$ cat src/rtl/alu.sv
// alu: N-bit ripple-carry add/subtract unit with bus-gated result and registered carry/zero flags.
module alu #(
  parameter int N = 8
) (
  input  logic         clk,
  input  logic         reset,
  input  logic         output_alu,
  input  logic         subtract_enable,
  input  logic [N-1:0] data_in_a,
  input  logic [N-1:0] data_in_b,
  input  logic         latch_flags,
  output logic [N-1:0] data_out,
  output logic         flag_carry,
  output logic         flag_zero
);
  logic [N-1:0] b_eff, sum;
  logic [N:0]   c;
  logic         carry_q, carry_d, zero_q, zero_d;
  assign b_eff = subtract_enable ? ~data_in_b : data_in_b;
  assign c[0]  = subtract_enable;
  genvar i;
  for (i = 0; i < N; i++) begin : g_fa
    assign sum[i]   = data_in_a[i] ^ b_eff[i] ^ c[i];
    assign c[i + 1] = (data_in_a[i] & b_eff[i]) | (c[i] & (data_in_a[i] ^ b_eff[i]));
  end
  // Idle bus drives zeros so it can be OR-muxed with other sources.
  assign data_out = output_alu ? sum : {N{1'b0}};
  always_comb begin
    carry_d = latch_flags ? c[N] : carry_q;
    zero_d  = latch_flags ? (sum == {N{1'b0}}) : zero_q;
  end
  always_ff @(posedge clk or posedge reset) begin
    if (reset) begin
      carry_q <= 1'b0;
      zero_q  <= 1'b0;
    end else begin
      carry_q <= carry_d;
      zero_q  <= zero_d;
    end
  end
  assign flag_carry = carry_q;
  assign flag_zero  = zero_q;
endmodule

$ cat config.mk
export PLATFORM = sky130hd
export DESIGN_NAME = alu
export DESIGN_NICKNAME = d
export VERILOG_FILES = /design/src/rtl/alu.sv
export SDC_FILE = /design/constraint.sdc
export NUM_CORES = 1
export LEC_CHECK = 0
export CORE_AREA = 2 2 39 41
export CTS_CLUSTER_DIAMETER = 50
export DETAILED_ROUTE_END_ITERATION = 12
export DIE_AREA = 0 0 41 43
export PLACE_DENSITY = 0.75
export SLEW_MARGIN = 15
export SYNTH_ARGS = -nofsm -noshare
export SYNTH_HDL_FRONTEND = slang
export SYNTH_SLANG_ARGS = --single-unit
$ cat constraint.sdc
create_clock -name clk -period 19.1 [get_ports clk]
set_input_delay 4.775 -clock clk [delete_from_list [all_inputs] [get_ports clk]]
set_output_delay 4.775 -clock clk [all_outputs]
set_load 0.005 [all_outputs]
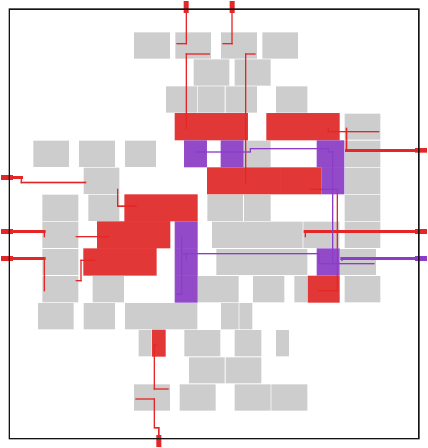
**Above:** run 1 (nets reached from selected ports).
red -> data_in_a  # bits 8, direction input, end cells 9, buffers 8, wire 112 um
purple -> output_alu  # bits 1, direction input, end cells 8, buffers 1, wire 60.4 um

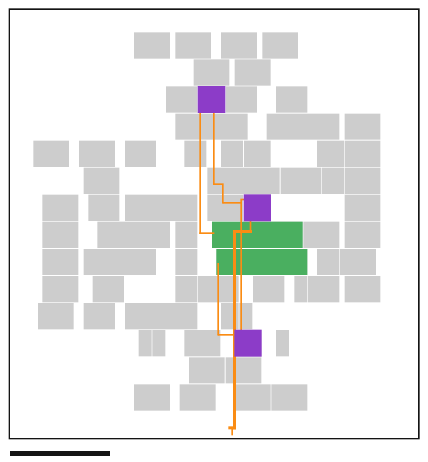
**Above:** run 1 (clock network drawn from the DEF).
Bar = 10 um.
orange -> clock wires  # length 79.8 um
purple -> clock-net drivers  # count 3
green -> flip-flops  # count 2
routed clock nets = 4

==> deck_impl_summary.md, run 1 <==
Key Metrics from the Run

Outcome
  – Status: finished clean

STA
  – Worst-case headroom to the max-slew limit: 0.736
  – Min Clock Period, post-route: 13.96 ns
  – Peak Freq: about 70 MHz
  – Period Utilization, post-route: 0.731

Floorplan
  – Die boundary height: 43 um
  – Row count: 14

Worst setup path
  – Worst Path Required: approximately 14 ns
  – Critical path launch point type: input pin
  – Endpoint kind of the worst setup timing path: output port
  – CP Cell Sequence: clkdlybuf4s50_1 > mux2_2 > fa_1 > fa_1 > fa_1 > fa_1 > fa_1 > fa_1 > inv_1 > fa_1 > nor2b_1 > clkdlybuf4s50_1
  – Critical path buffers and inverters: 3
  – Crit path top cell by count: sky130_fd_sc_hd__fa_1
  – Crit path max fanout: 8

Clock network
  – Clock-pin slew on the worst setup and hold paths: 0.03 ns
  – Num Clock Sinks: 2

Detailed routing
  – Residual antenna-violating net count after detailed routing: 0

Place
  – Weighted congestion reported at the end of routability-driven placement: between 0.6 and 0.7
  – Placed wire-length estimate after detailed placement: 725 um

Logic synthesis
  – Seq share, synth: 0.132
  – Distinct cell type count after synthesis: 15
  – Async set or reset register ratio after synthesis: 1.00
  – Number of storage elements in the synthesis netlist: 2
  – Ys cells: 36
  – Cell area after technology mapping: 379 um^2

Global route
  – Largest net degree at the start of global routing: 9
  – Number of global-route vias before repair: ~350

Finish
  – Clock-cell share of area: 0.0314
  – Clock tree buffer count of the final layout: 3
  – Fin area: 717 um^2
  – Net total in the final layout: 98

Job
  – Max-capacitance violation count: 0

Power
  – Power density over the cells: 50.3 nW/um^2

Hold path
  – Path type of the worst min-delay path: flop to flop
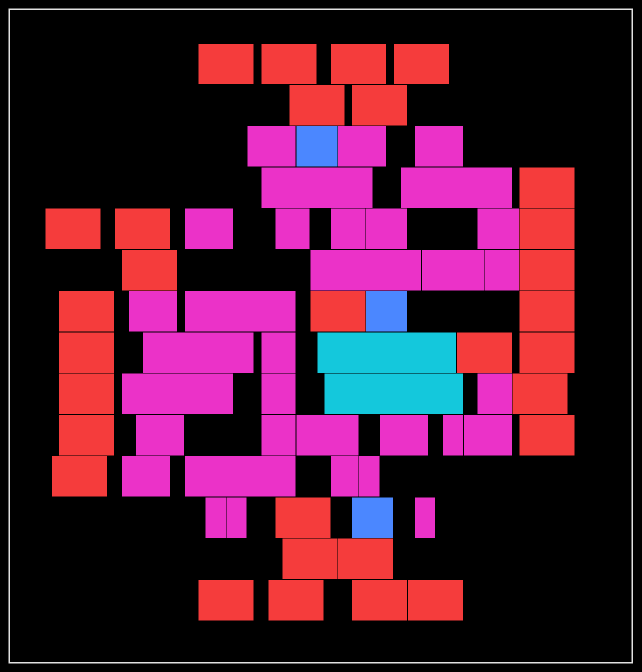
**Above:** run 1 (placed cells, one colour a class).
red -> remaining buffers and delay cells  # cells 30, share of their area 43%
magenta -> remaining logic cells  # cells 33, share of their area 46%
cyan -> sequential cells  # cells 2, share of their area 7.2%
blue -> clock-net drivers  # cells 3, share of their area 3.2%

[run 1: power by group]
part | leakage [nW] | switching, mW | internal [mW] | total (mW)
logic | 0.247 | 0.00756 | 0.0141 | 0.0216
registers | 0.0251 | 0.000219 | 0.00463 | 0.00485
clock network | 0.0138 | 0.00265 | 0.00696 | 0.00960
[run 1: worst paths after layout]
check / start / end / slack, ns / cells past startpoint
min: flag_zero / flag_zero / 0.53 / 2
max in group asynchronous: reset / flag_zero / 14.28 / 2
min in group asynchronous: reset / flag_carry / 4.71 / 2
min reg2reg: flag_zero / flag_zero / 0.53 / 2
max reg2reg: flag_carry / flag_carry / 18.45 / 2
max: subtract_enable / data_out[7] / 5.14 / 12
[run 1: worst min-delay path, cell delays in order (launching register included)]
cell and delay, ns:
sky130_fd_sc_hd__dfrtp_1 0.33, sky130_fd_sc_hd__inv_1 0.04, sky130_fd_sc_hd__o32ai_1 0.10
[run 1: metal layers]
| layer | global-route usage | wire length [um] |
|---|---|---|
| met2 | 0.159 | 445 |
| met4 | 0.120 | 19 |
| met5 | 0 | 0 |
| met1 | 0.116 | 275 |
| met3 | 0.0209 | 66 |
[run 1: through the flow]
| step | util | instances | power, mW | hold WS (ns) |
|---|---|---|---|---|
| after floorplan | - | 36 | 0.0145 | 0.515 |
| after global placement | 0.502 | 81 | 0.0265 | 0.519 |
| after detailed placement | 0.502 | 81 | 0.0270 | 0.528 |
| after CTS | 0.518 | 84 | 0.0372 | 0.535 |
| after global routing | 0.518 | 84 | 0.0395 | 0.552 |
| final | 0.518 | 84 | 0.0361 | 0.530 |
[run 1: logic make-up after synthesis]
logic type | share of synthesized area
fa+ha+maj | 0.370
xor+xnor | 0.185
flops | 0.132
buf+inv | 0.0528
simple gates | 0.195
compound gates | 0.0363
mux | 0.0297
==> inputs of run 2 (changes only) <==
==> constraint.sdc (replaced) <==
create_clock -name clk -period 13.65 [get_ports clk]
set_input_delay 3.4125 -clock clk [delete_from_list [all_inputs] [get_ports clk]]
set_output_delay 3.4125 -clock clk [all_outputs]
set_load 0.005 [all_outputs]
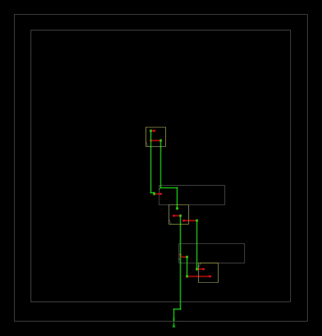
**Above:** run 2 (clock routing).
clk latency late pin: 0.22 ns
count of sequential standard cells: 2
total CTS buffers: 3
power in the clock group: 0.0130 mW

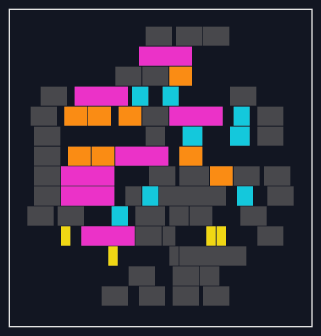
**Above:** run 2 (gate families picked out).
yellow -> inv cells  # cells 4
magenta -> fa/ha/maj cells  # cells 7
orange -> xor and xnor cells  # cells 8
cyan -> and/or cells  # cells 8

==> run 2 against run 1 <==
Flip-flop count unchanged. Sequential share of layout area unchanged. Power grew 40%. Routed wire length up 12%. Final cell count unchanged. Worst hold slack better by 0.0055 ns. Largest power group unchanged.
==> deck_impl_summary.md, run 2 <==
Key Metrics from the Run

Hold path
  – Worst min-delay path endpoint: flag_zero
  – Hold depth: 2
  – Startpoint of the lowest-slack hold path: flag_zero

STA
  – Final Hold Slack: around 0.54 ns
  – Final number of setup-violating endpoints: 0
  – Period Utilization, post-route: 0.825
  – Worst-case headroom to the max-slew limit: 0.735
  – Peak Freq: 88.8 MHz
  – Min Clock Period, post-route: around 11 ns

Worst setup path
  – Delay of the slowest cell on the worst path: 0.61 ns
  – Beginning of the worst register-to-register path: flag_carry
  – Crit path top cell by count: sky130_fd_sc_hd__fa_1
  – Number of cells on the worst reg-to-reg path: 2
  – Critical path launch point type: input pin
  – CP Cell Sequence: clkdlybuf4s50_1 > mux2_2 > fa_1 > fa_1 > fa_1 > fa_1 > fa_1 > fa_1 > inv_1 > fa_1 > nor2b_1 > clkdlybuf4s50_1
  – Internal reg-to-reg setup slack: 13.00 ns
  – Worst flop-to-flop path endpoint: flag_carry
  – Crit path max fanout: 8
  – Endpoint kind of the worst setup timing path: output port
  – Critical path buffers and inverters: 3
  – Worst Path Required: 10.24 ns
  – Kind of cell adding the most delay to the critical path: adder cells

Finish
  – Number of cells in the finished layout apart from fillers: 84
  – Share of the core filled with cells: 0.518
  – Fin area: 717 um^2
  – Net total in the final layout: 98

Logic synthesis
  – Async set or reset register ratio after synthesis: 1.00
  – Number of storage elements in the synthesis netlist: 2
  – Ys cells: 36
  – Area fraction of the dominant cell type after synthesis: 0.370
  – Seq share, synth: 0.132
  – Cell area after technology mapping: 379 um^2
  – Distinct cell type count after synthesis: 15

Detailed routing
  – Number of vias per cell: ~4.3
  – Residual antenna-violating net count after detailed routing: 0
  – First-iteration detailed-routing DRC count: 1

Floorplan
  – Row count: 14
  – Die boundary height: 43 um

Place
  – Placed cell count: 81
  – Weighted congestion reported at the end of routability-driven placement: 0.644

Clock network
  – Num Clock Sinks: 2
  – Clock-pin slew on the worst setup and hold paths: 0.03 ns
  – Clock tree from TritonCTS: built

Global route
  – Number of global-route vias before repair: 392
  – Largest net degree at the start of global routing: 9
  – Total routing usage reported by global routing: 0.120

Job
  – Max-capacitance violation count: 0

Power
  – Total power draw: 0.0504 mW
  – Power density over the cells: just over 70 nW/um^2

Outcome
  – Status: finished clean
-- run 2: routing by layer --
metal / up-vias / wire length (um) / global-route usage
met3: 0 / 71 / 0.0157
li1: 177 / - / -
met2: 16 / 533 / 0.213
met5: - / 0 / 0
met4: 0 / 0 / 0.0800
met1: 166 / 302 / 0.116
-- run 2: how the worst max path moves through the flow --
stage | to | startpoint
floorplan | data_out[7] | subtract_enable
global route | data_out[7] | subtract_enable
global placement | data_out[7] | subtract_enable
CTS | data_out[7] | subtract_enable
detailed placement | data_out[7] | subtract_enable
finish | data_out[7] | subtract_enable
-- run 2: final cells by class --
class                           count  area share
Multi-Input combinational cell     29       0.431
Tap cell                           16      0.0279
Sequential cell                     2      0.0698
Clock buffer                        3      0.0314
Inverter                            4      0.0209
Timing Repair Buffer               30       0.419
-- run 2: worst min-delay path, cell delays in order (launching register included) --
cell and delay, ns:
sky130_fd_sc_hd__dfrtp_1 0.36, sky130_fd_sc_hd__inv_1 0.06, sky130_fd_sc_hd__o32ai_1 0.07
-- run 2: cell families after synthesis --
logic type / Yosys count / synth area share
and+or+nand+nor: 11 / 0.195
xor gates and xnor gates: 8 / 0.185
adders and majority gates: 7 / 0.370
buffers and inverters: 5 / 0.0528
AOI/OAI and AO/OA: 2 / 0.0363
DFF: 2 / 0.132
muxes: 1 / 0.0297
-- run 2: report_power, final --
part	switching [mW]	total, mW	internal, mW
logic	0.0109	0.0307	0.0198
clock network	0.00328	0.0130	0.00969
registers	0.000298	0.00678	0.00648
total	0.0144	0.0504	0.0360
Power and IR drop assume default switching activity.
